==> src/rtl/alu_pkg.sv <==
`default_nettype none
// ============================================================================
// Package : alu_pkg
// Shared opcodes, FSM state type and datapath width for the shared-ALU block.
// Revision: 1.0
// ============================================================================
package alu_pkg;

  localparam int ALU_W = 4;

  localparam logic [2:0] OP_ADD = 3'b000;
  localparam logic [2:0] OP_SUB = 3'b001;
  localparam logic [2:0] OP_NOT = 3'b010;
  localparam logic [2:0] OP_AND = 3'b011;
  localparam logic [2:0] OP_OR  = 3'b100;
  localparam logic [2:0] OP_XOR = 3'b101;
  localparam logic [2:0] OP_SLT = 3'b110;
  localparam logic [2:0] OP_EQ  = 3'b111;

  typedef enum logic [1:0] {
    IDLE = 2'd0,
    EXEC = 2'd1,
    RESP = 2'd2
  } state_e;

endpackage
`default_nettype wire

==> src/rtl/alu4_comb.sv <==
`default_nettype none
// ============================================================================
// Module  : alu4_comb
// Purely combinational 4-bit ALU; carry/overflow only for add and sub.
// Revision: 1.0
// ============================================================================
module alu4_comb
  import alu_pkg::*;
(
  input  logic [ALU_W-1:0] a,
  input  logic [ALU_W-1:0] b,
  input  logic [2:0]       op,
  output logic [ALU_W-1:0] res,
  output logic             car,
  output logic             of
);

  localparam logic [ALU_W:0] ONE = {{ALU_W{1'b0}}, 1'b1};

  logic [ALU_W:0] sum;
  logic [ALU_W:0] diff;

  // Subtraction as a + ~b + 1 so carry means "no borrow".
  assign sum  = {1'b0, a} + {1'b0, b};
  assign diff = {1'b0, a} + {1'b0, ~b} + ONE;

  always_comb begin
    res = '0;
    car = 1'b0;
    of  = 1'b0;
    case (op)
      OP_ADD: begin
        res = sum[ALU_W-1:0];
        car = sum[ALU_W];
        of  = (a[ALU_W-1] == b[ALU_W-1]) && (sum[ALU_W-1] != a[ALU_W-1]);
      end
      OP_SUB: begin
        res = diff[ALU_W-1:0];
        car = diff[ALU_W];
        of  = (a[ALU_W-1] != b[ALU_W-1]) && (diff[ALU_W-1] != a[ALU_W-1]);
      end
      OP_NOT: res = ~a;
      OP_AND: res = a & b;
      OP_OR:  res = a | b;
      OP_XOR: res = a ^ b;
      OP_SLT: res = ($signed(a) < $signed(b)) ? ONE[ALU_W-1:0] : '0;
      OP_EQ:  res = (a == b) ? ONE[ALU_W-1:0] : '0;
      default: res = '0;
    endcase
  end

endmodule
`default_nettype wire

==> src/rtl/alu_share_ctrl.sv <==
`default_nettype none
// ============================================================================
// Module  : alu_share_ctrl
// Arbitrates two valid/ready requesters onto one ALU, one operation in flight.
// Revision: 1.0
// ============================================================================
module alu_share_ctrl
  import alu_pkg::*;
#(
  parameter int ROUND_ROBIN = 1
) (
  input  logic             clk,
  input  logic             rst,
  input  logic [1:0]       req_valid,
  output logic [1:0]       req_ready,
  input  logic [ALU_W-1:0] req_a0,
  input  logic [ALU_W-1:0] req_b0,
  input  logic [ALU_W-1:0] req_a1,
  input  logic [ALU_W-1:0] req_b1,
  input  logic [2:0]       req_op0,
  input  logic [2:0]       req_op1,
  output logic             rsp_valid,
  input  logic             rsp_ready,
  output logic             rsp_id,
  output logic [ALU_W-1:0] rsp_res,
  output logic             rsp_car,
  output logic             rsp_of,
  output logic [7:0]       op_count
);

  state_e           state_q, state_d;
  logic             last_id_q, last_id_d;
  logic [ALU_W-1:0] a_q, a_d;
  logic [ALU_W-1:0] b_q, b_d;
  logic [2:0]       op_q, op_d;
  logic             id_q, id_d;
  logic             rsp_valid_q, rsp_valid_d;
  logic             rsp_id_q, rsp_id_d;
  logic [ALU_W-1:0] rsp_res_q, rsp_res_d;
  logic             rsp_car_q, rsp_car_d;
  logic             rsp_of_q, rsp_of_d;
  logic [7:0]       op_count_q, op_count_d;

  logic             grant_id;
  logic             handshake;
  logic [ALU_W-1:0] alu_res;
  logic             alu_car;
  logic             alu_of;

  // Ties go to whoever was not served last, unless fixed priority is chosen.
  always_comb begin
    grant_id = 1'b0;
    case (req_valid)
      2'b10:   grant_id = 1'b1;
      2'b11:   grant_id = (ROUND_ROBIN != 0) ? ~last_id_q : 1'b0;
      default: grant_id = 1'b0;
    endcase
  end

  assign req_ready = ((state_q == IDLE) && !rst && (|req_valid)) ?
                     (grant_id ? 2'b10 : 2'b01) : 2'b00;
  assign handshake = |(req_valid & req_ready);

  alu4_comb u_alu (
    .a   (a_q),
    .b   (b_q),
    .op  (op_q),
    .res (alu_res),
    .car (alu_car),
    .of  (alu_of)
  );

  always_comb begin
    state_d     = state_q;
    last_id_d   = last_id_q;
    a_d         = a_q;
    b_d         = b_q;
    op_d        = op_q;
    id_d        = id_q;
    rsp_valid_d = rsp_valid_q;
    rsp_id_d    = rsp_id_q;
    rsp_res_d   = rsp_res_q;
    rsp_car_d   = rsp_car_q;
    rsp_of_d    = rsp_of_q;
    op_count_d  = op_count_q;
    case (state_q)
      IDLE: begin
        if (handshake) begin
          state_d   = EXEC;
          a_d       = grant_id ? req_a1  : req_a0;
          b_d       = grant_id ? req_b1  : req_b0;
          op_d      = grant_id ? req_op1 : req_op0;
          id_d      = grant_id;
          last_id_d = grant_id;
        end
      end
      EXEC: begin
        state_d     = RESP;
        rsp_valid_d = 1'b1;
        rsp_id_d    = id_q;
        rsp_res_d   = alu_res;
        rsp_car_d   = alu_car;
        rsp_of_d    = alu_of;
      end
      RESP: begin
        if (rsp_ready) begin
          state_d     = IDLE;
          rsp_valid_d = 1'b0;
          op_count_d  = op_count_q + 8'd1;
        end
      end
      default: state_d = IDLE;
    endcase
  end

  always_ff @(posedge clk) begin
    if (rst) begin
      state_q     <= IDLE;
      last_id_q   <= 1'b1;
      a_q         <= '0;
      b_q         <= '0;
      op_q        <= '0;
      id_q        <= 1'b0;
      rsp_valid_q <= 1'b0;
      rsp_id_q    <= 1'b0;
      rsp_res_q   <= '0;
      rsp_car_q   <= 1'b0;
      rsp_of_q    <= 1'b0;
      op_count_q  <= '0;
    end else begin
      state_q     <= state_d;
      last_id_q   <= last_id_d;
      a_q         <= a_d;
      b_q         <= b_d;
      op_q        <= op_d;
      id_q        <= id_d;
      rsp_valid_q <= rsp_valid_d;
      rsp_id_q    <= rsp_id_d;
      rsp_res_q   <= rsp_res_d;
      rsp_car_q   <= rsp_car_d;
      rsp_of_q    <= rsp_of_d;
      op_count_q  <= op_count_d;
    end
  end

  assign rsp_valid = rsp_valid_q;
  assign rsp_id    = rsp_id_q;
  assign rsp_res   = rsp_res_q;
  assign rsp_car   = rsp_car_q;
  assign rsp_of    = rsp_of_q;
  assign op_count  = op_count_q;

endmodule
`default_nettype wire

==> config.mk <==
export PLATFORM = sky130hd
export DESIGN_NAME = alu_share_ctrl
export DESIGN_NICKNAME = d
export VERILOG_FILES = /design/src/rtl/alu_pkg.sv /design/src/rtl/alu4_comb.sv /design/src/rtl/alu_share_ctrl.sv
export SDC_FILE = /design/constraint.sdc
export NUM_CORES = 1
export LEC_CHECK = 0
export ABC_AREA = 1
export CELL_PAD_IN_SITES_DETAIL_PLACEMENT = 1
export CELL_PAD_IN_SITES_GLOBAL_PLACEMENT = 1
export CORE_AREA = 2 2 75 77
export CTS_CLUSTER_SIZE = 24
export DETAILED_ROUTE_END_ITERATION = 10
export DIE_AREA = 0 0 77 79
export MAX_ROUTING_LAYER = met4
export PLACE_DENSITY = 0.85
export SLEW_MARGIN = 20
export SYNTH_ARGS = -nofsm -noshare
export SYNTH_HDL_FRONTEND = slang
export SYNTH_SLANG_ARGS = --single-unit
==> constraint.sdc <==
create_clock -name clk -period 3.1 [get_ports clk]
set_input_delay 0.31 -clock clk [delete_from_list [all_inputs] [get_ports clk]]
set_output_delay 0.31 -clock clk [all_outputs]
set_load 0.01 [all_outputs]
run_1/wires.png
Drawn at 4 px/um. Only two layers are drawn.
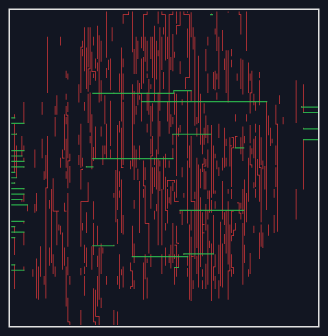
layer	color	wire length
metal 3	green	190 um
metal 2	red	2650 um

run_1/layer_met2.png
Drawn at 6 px/um.
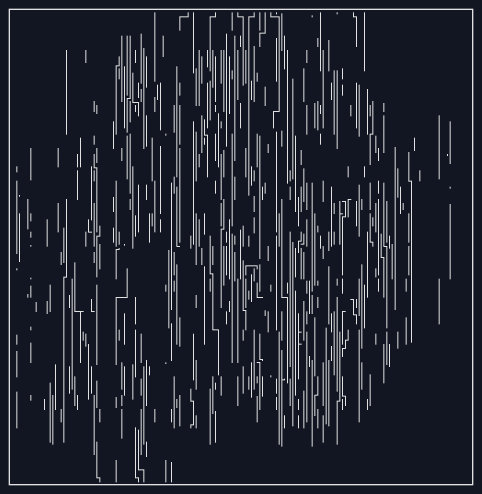
main direction	vertical
longest straight run	30.6 um
met2 GRT Util: 0.332
Via Count: 1957
wirelength, routed: 5450 um

run_1/io_fan.png
Drawn at 4 px/um.
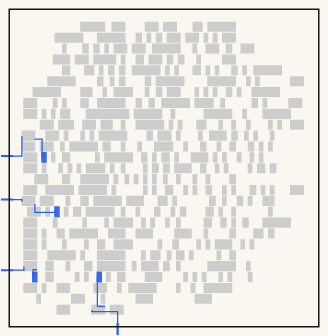
port	color	bits	direction	edge	end cells	buffers	wire
`req_b0`	blue	4	input	3 left, 1 bottom	4	4	50.3 um
port bufs: 44
IO Count: 45

==> results.py, run 1 <==
# Physical implementation metrics
metrics = {
    "run_status": {
        "status": "complete, no violations",
    },
    "final_layout": {
        "drive_gt1_frac": 0.0772,
        "flops": 31,
        "nNetsFinal": 365,
        "nFillCells": 710,
        "clock_buffers": 6,
        "final_area_sq_um": 2510,
        "regArea_sq_um": 621,
        "final_cell_mix": "nand2_1 (86), clkdlybuf4s50_1 (44), inv_1 (34)",
        "comb_share": 0.435,
        "sh_seq_area": 0.247,
        "layout.comb_gates.multi_input": 202,
        "signal_buffers": 45,
        "largestClassByArea": "combinational gates",
        "inverters": 38,
    },
    "timing": {
        "max_slew_margin": 0.561,
        "setup_violations": 0,
        "fmax_ghz": 0.401,
        "setup_ws_ns": 0.607,
        "skew_ns": 0.0158,
        "rsz0062_at_grt": "no",
        "period_used_share": 0.804,
        "finalMaxSlewViolations": 0,
        "tightest_slew_ns": 0.653,
    },
    "critical_path": {
        "end_kind": "output port",
        "slowest_delay_ns": 0.61,
        "cp_data_required_time_ns": 2.79,
        "crit_start": "req_valid[0]",
        "cp_slowest_cell": "clkdlybuf4s50_1",
        "rr_startpoint": "a_q[0]",
        "cp-start-kind": "primary input",
    },
    "floorplan": {
        "fp.coreArea_sq_um": 5340,
        "fp.dieW_um": 77,
        "initCoreUtil": 0.355,
        "tap_cells": 72,
        "row_count": 27,
    },
    "global_route": {
        "grtUsageTotal": 0.197,
        "grt_max_degree": 22,
        "grt_overflow": 0,
        "grt_pass1_wl_um": 9260,
    },
    "route": {
        "post_drt_wl_per_cell_um": 13.8,
        "met3WireLength_um": 189,
        "viasPerCell": 4.94,
        "detail-route-antenna-nets": 0,
        "drc": 0,
        "routedLengthMet1_um": 2530,
        "topRoutingLayerUsed": "met4",
    },
    "synth": {
        "ys_seq_frac": 0.328,
        "yosys_register_bits": 31,
        "synth_xor_xnor_area_share": 0.00925,
        "yosys_area_sq_um": 1890,
        "syn_avg_cell_area_sq_um": 6.81,
        "yosys.area_share.adder": 0.107,
        "synth_area_sq_um": 1890,
        "largest_area_cell": "dfxtp_1",
        "synthesis.nets": 320,
        "topCombFamilyByArea": "simple AND/OR/NAND/NOR gates",
        "aoi_share": 0.125,
    },
    "placement": {
        "dp_hpwl_um": 4110,
    },
    "clocking": {
        "root_buffer": "clkbuf_8",
        "clk_pin_slew_ns": 0.07,
        "clk_latency_ns": 0.30,
        "cts_tree": "built",
        "h-tree-depth": 2,
    },
    "power": {
        "vdd_drop_max_v": 0.000240,
        "leakagePower_nw": 1.05,
    },
    "flow_run": {
        "warnings": 34,
    },
}
## run 1: cells by family after synthesis
kind of cell,after synthesis
xor+xnor,2
flops,31
fa+ha+maj,15
simple gates,144
buf+inv,45
compound gates,41
## run 1: worst max-delay path, delay by kind of cell
family | cells | cell delay, ns
and+or+nand+nor | 4 | 0.78
buffers and inverters | 2 | 1.08
## run 1: synthesized netlist by cell type (all sizes together)
cell type and number:
a21boi 1, xor2 2, a31oi 12, clkbuf 2
o21bai 1, ha 13, fa 2, a31o 1
a22oi 1, dfxtp 31, a211oi 1, nand2 86
nor3 5, a21oi 12, o211ai 1, nand3 17
buf 5, o21ai 11, nand3b 1, inv 38
nand4 3, or2 2, nor2 30
## run 1: metrics by stage
stage | power, mW | hold slack [ns]
after detailed placement | 0.715 | 0.459
final | 1.13 | 0.469
after CTS | 1.14 | 0.470
after global placement | 0.706 | 0.458
after floorplan | 0.608 | 0.433
after global routing | 1.19 | 0.500
## run 1: where the power goes
part           switching, mW  leakage [nW]  total (mW)  internal (mW)
Clock                  0.163        0.0612       0.423          0.260
Sequential            0.0261         0.253       0.451          0.424
Combinational          0.145         0.738       0.258          0.114
## run 1: sequential cells by signal, indices dropped and copies added (netlist names)
register	count
rsp_res	4
rsp_car	1
last_id_q	1
a_q	4
op_count	8
id_q	1
rsp_id	1
b_q	4
rsp_of	1
op_q	3
state_q	2
rsp_valid	1
## run 1: metal layers
metal,vias up,GRT usage
li1,977,-
met4,0,0.0589
met1,931,0.246
met5,-,-
met3,8,0.0295
met2,41,0.332
## run 1: final timing paths
kind	slack (ns)	end	cells past startpoint
max	0.61	req_ready[1]	6
min	0.47	rsp_res[3]	2
max reg2reg	1.10	rsp_car	8
min reg2reg	0.47	rsp_res[3]	2
==> run 2, diff against run 1 <==
CORE_AREA = 2 2 77 79   (was 2 2 75 77)
DIE_AREA = 0 0 79 81   (was 0 0 77 79)
PLACE_DENSITY = 0.81   (was 0.85)
clock period = 2.3 ns   (was 3.1 ns; I/O delays follow)
run_2/wires.png
Drawn at 3 px/um. Only two layers are drawn.
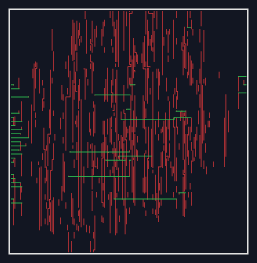
layer	color	wire length
metal 3	green	186 um
metal 2	red	2520 um
GRT Util Overall: 0.183
wirelength, routed: 5250 um
Via Count: 1936
DR WL/cell: 13.0 um

==> results.py, run 2 <==
# Physical implementation metrics
metrics = {
    "global_route": {
        "top_usage_layer": "met2",
        "grt_pass1_wl_um": 8890,
        "grt_max_degree": 22,
        "grtUsageMet2": 0.297,
        "grtUsageMet3": 0.0300,
        "gr-usage-met1": 0.234,
        "grt_overflow": 0,
    },
    "power": {
        "vdd_drop_max_v": 0.000328,
        "leakagePower_nw": 1.07,
    },
    "critical_path": {
        "crit_start": "req_valid[1]",
        "slowest_delay_ns": 0.52,
        "cp_data_required_time_ns": 2.07,
        "end_kind": "output port",
        "cp-start-kind": "primary input",
        "rr_startpoint": "a_q[3]",
        "cp_slowest_cell": "clkdlybuf4s50_1",
    },
    "final_layout": {
        "drive_gt1_frac": 0.0854,
        "nNetsFinal": 370,
        "largest_reg_flops": 8,
    },
    "timing": {
        "skew_ns": 0.00962,
        "max_slew_margin": 0.594,
        "rsz0062_at_grt": "no",
        "finalMaxSlewViolations": 0,
        "setup_violations": 0,
    },
    "clocking": {
        "root_buffer": "clkbuf_8",
        "clk_pin_slew_ns": 0.07,
        "h-tree-depth": 2,
        "clk_latency_ns": 0.28,
    },
    "flow_run": {
        "warnings": 34,
    },
    "route": {
        "topRoutingLayerUsed": "met4",
        "drc": 0,
        "detail-route-antenna-nets": 0,
        "routedLengthMet1_um": 2460,
        "viasPerCell": 4.80,
    },
    "synth": {
        "syn_avg_cell_area_sq_um": 6.81,
        "yosys_area_sq_um": 1890,
        "largest_area_cell": "dfxtp_1",
        "yosys_register_bits": 31,
        "synthesis.nets": 320,
        "synthArstFlopShare": 0,
        "flop_cell": "dfxtp_1",
        "common_cells": "nand2_1 (86), inv_1 (34), dfxtp_1 (31)",
        "post-synth-top-count-cell": "nand2_1",
    },
    "floorplan": {
        "io_pins": 45,
    },
    "placement": {
        "dp_hpwl_um": 4180,
    },
    "run_status": {
        "status": "complete, no violations",
    },
}
run_2/placement.png
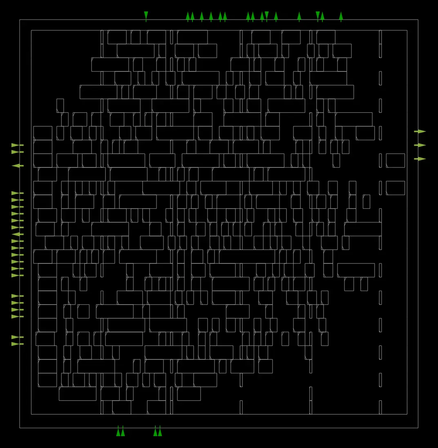
fillcell total: 764
CORE AREA: 5680 sq um
FF+latch count: 31
post-route insts no fill: 403
Rows: 28

==> run 2: cell counts after synthesis <==
No cell type changed its count.
==> run 2: worst reg2reg max path, delay by kind of cell (launching register included) <==
kind                       cells  cell delay (ns)
and+or+nand+nor                3             0.51
DFF                            1             0.48
buffers and inverters          3             0.34
AOI/OAI and AO/OA              1             0.10
adders and majority gates      1             0.40
==> run 2: metrics by stage <==
step	utilization	total power [mW]	instance area, sq um	worst slack (ns)	hold slack, ns
floorplan	-	0.820	1890	0.684	0.379
global placement	0.429	0.965	2430	0.384	0.457
detailed placement	0.429	0.977	2430	0.366	0.468
CTS	0.447	1.50	2540	0.351	0.479
global route	0.447	1.58	2540	0.181	0.500
finish	0.447	1.49	2540	0.372	0.475
==> run 2: logic make-up after synthesis <==
logic type / synth area share
XOR/XNOR: 0.00925
AND-OR/OR-AND: 0.125
AND/OR/NAND/NOR: 0.336
buffers and inverters: 0.0952
flip-flops: 0.328
adder cells (fa/ha/maj): 0.107
==> run 2: path summary, 6_finish.rpt <==
path	to	cells past startpoint
setup / recovery	req_ready[0]	8
setup reg to reg	rsp_car	8
hold reg to reg	rsp_res[3]	2
hold / removal	rsp_res[3]	2
==> run 2: final cells by class <==
| cell class | count | area (sq um) |
|---|---|---|
| fill | 764 | 3140 |
| clock inverter | 1 | 30.0 |
| inverter | 38 | 143 |
| multi-input combinational | 202 | 1090 |
| tap | 75 | 93.8 |
| sequential | 31 | 621 |
| timing repair buffer | 50 | 485 |
| clock buffer | 6 | 72.6 |
==> run 2: power breakdown <==
| part | internal [mW] | total, mW | leakage [nW] | switching [mW] |
|---|---|---|---|---|
| clock network | 0.317 | 0.523 | 0.0513 | 0.206 |
| registers | 0.572 | 0.605 | 0.253 | 0.0331 |
| logic | 0.161 | 0.357 | 0.763 | 0.196 |
==> run 3, diff against run 2 <==
CORE_AREA = 2 2 82 84   (was 2 2 77 79)
DIE_AREA = 0 0 84 86   (was 0 0 79 81)
PLACE_DENSITY = 0.76   (was 0.81)
clock period = 1.6 ns   (was 2.3 ns; I/O delays follow)
run_3/placement.png
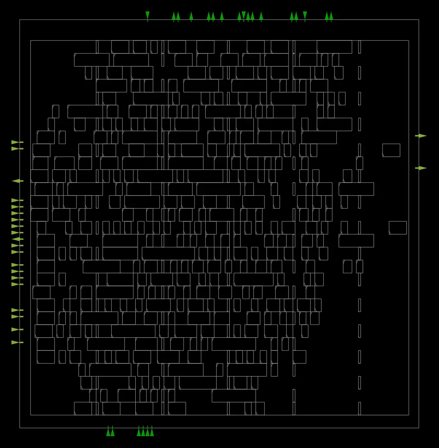
Tap Count: 77
CORE AREA: 6280 sq um
fillcell total: 794
post-layout util: 0.449
flop share of the area: 0.224

==> results.py, run 3 <==
# Physical implementation metrics
metrics = {
    "run_status": {
        "status": "finished with violations",
        "violations": "negative setup slack",
    },
    "power": {
        "leakagePower_nw": 1.21,
        "finalPower_mw": 2.34,
    },
    "floorplan": {
        "initCoreUtil": 0.302,
    },
    "synth": {
        "synthMuxAreaShare": 0,
        "synthArstFlopShare": 0,
        "topCombFamilyByArea": "simple AND/OR/NAND/NOR gates",
        "aoi_share": 0.125,
        "yosys.area_share.adder": 0.107,
        "flop_cell": "dfxtp_1",
    },
    "timing": {
        "finalMaxSlewViolations": 0,
        "skew_ns": 0.00665,
        "period_used_share": 1.03,
        "setup_violations": 2,
        "setup_ws_ns": -0.0444,
    },
    "route": {
        "post_drt_wl_per_cell_um": 13.9,
        "topRoutingLayerUsed": "met4",
        "viasPerCell": 4.79,
        "drc": 0,
    },
    "global_route": {
        "grt_overflow": 0,
        "gr-usage-met1": 0.204,
        "top_usage_layer": "met2",
    },
    "critical_path": {
        "r2r_end": "rsp_res[2]",
        "ff2ff_path_depth": 7,
        "crit_start": "b_q[0]",
        "cp_data_required_time_ns": 1.79,
        "end_kind": "flip-flop",
    },
    "clocking": {
        "cts_tree": "built",
        "h-tree-depth": 2,
    },
    "final_layout": {
        "instances_no_fill": 432,
        "nNetsFinal": 396,
        "final_cell_mix": "nand2_1 (85), clkdlybuf4s50_1 (42), buf_4 (32)",
        "final_area_sq_um": 2820,
        "drive_gt1_frac": 0.223,
    },
    "placement": {
        "place_area_sq_um": 2630,
        "io_buffers": 44,
    },
}
run_3/io_fan.png
Drawn at 3 px/um.
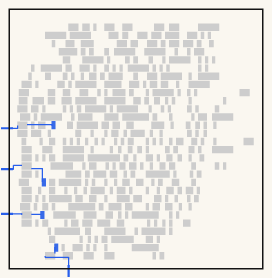
port	color	bits	direction	edge	end cells	buffers	wire
`req_b0`	blue	4	input	3 left, 1 bottom	4	4	44.5 um

-- run 3: cell counts after synthesis --
Identical to the previous run, type by type.
-- run 3: area by class of cell --
cell class,count,area share
tap,77,0.0341
clock inverter,2,0.0124
clock buffer,6,0.0293
timing repair buffer,76,0.239
inverter,38,0.0506
multi-input combinational,202,0.411
sequential,31,0.224
-- run 3: what timing repair did --
item,CTS,global route
resized,17,12
hold buffers,0,0
pin swaps,7,11
endpoints found under the setup margin,8,7
buffers inserted,1,2
-- run 3: worst min-delay path by stage --
stage,endpoint,slack [ns],depth (start not counted)
2_1_floorplan,rsp_res[2],0.31,3
3_3_place_gp,rsp_res[3],0.46,2
3_5_place_dp,rsp_valid,0.47,2
4_1_cts,a_q[1],0.43,3
5_1_grt,b_q[2],0.45,3
6_report,b_q[1],0.43,3
-- run 3: power breakdown --
group	internal (mW)	switching, mW	total (mW)
clock network	0.504	0.325	0.829
logic	0.317	0.327	0.644
registers	0.824	0.0442	0.868
total	1.65	0.696	2.34
-- run 3: critical path, stage by stage, from the launching register on --
cell and delay [ns]:
dfxtp_2 0.34, ha_2 0.19, fa_2 0.34, or2_2 0.30, a31oi_1 0.13, nand4_1 0.13
nand2_1 0.09, inv_1 0.04
-- run 3: per-stage QoR --
stage                     hold slack (ns)  setup WS (ns)
final                               0.434        -0.0444
after global routing                0.448         -0.112
after CTS                           0.435        -0.0305
after detailed placement            0.467         -0.220
after global placement              0.459         -0.177
after floorplan                     0.309        0.00849
-- run 3: kinds of logic (layout without fill, tap and decap cells) --
family / Yosys count / after routing
flip-flops: 31 / 31
XOR/XNOR: 2 / 2
buffers and inverters: 45 / 122
adder cells (fa/ha/maj): 15 / 15
AND/OR/NAND/NOR: 144 / 144
AND-OR/OR-AND: 41 / 41
No activity file was given, so power comes from the tool's default toggle rates.
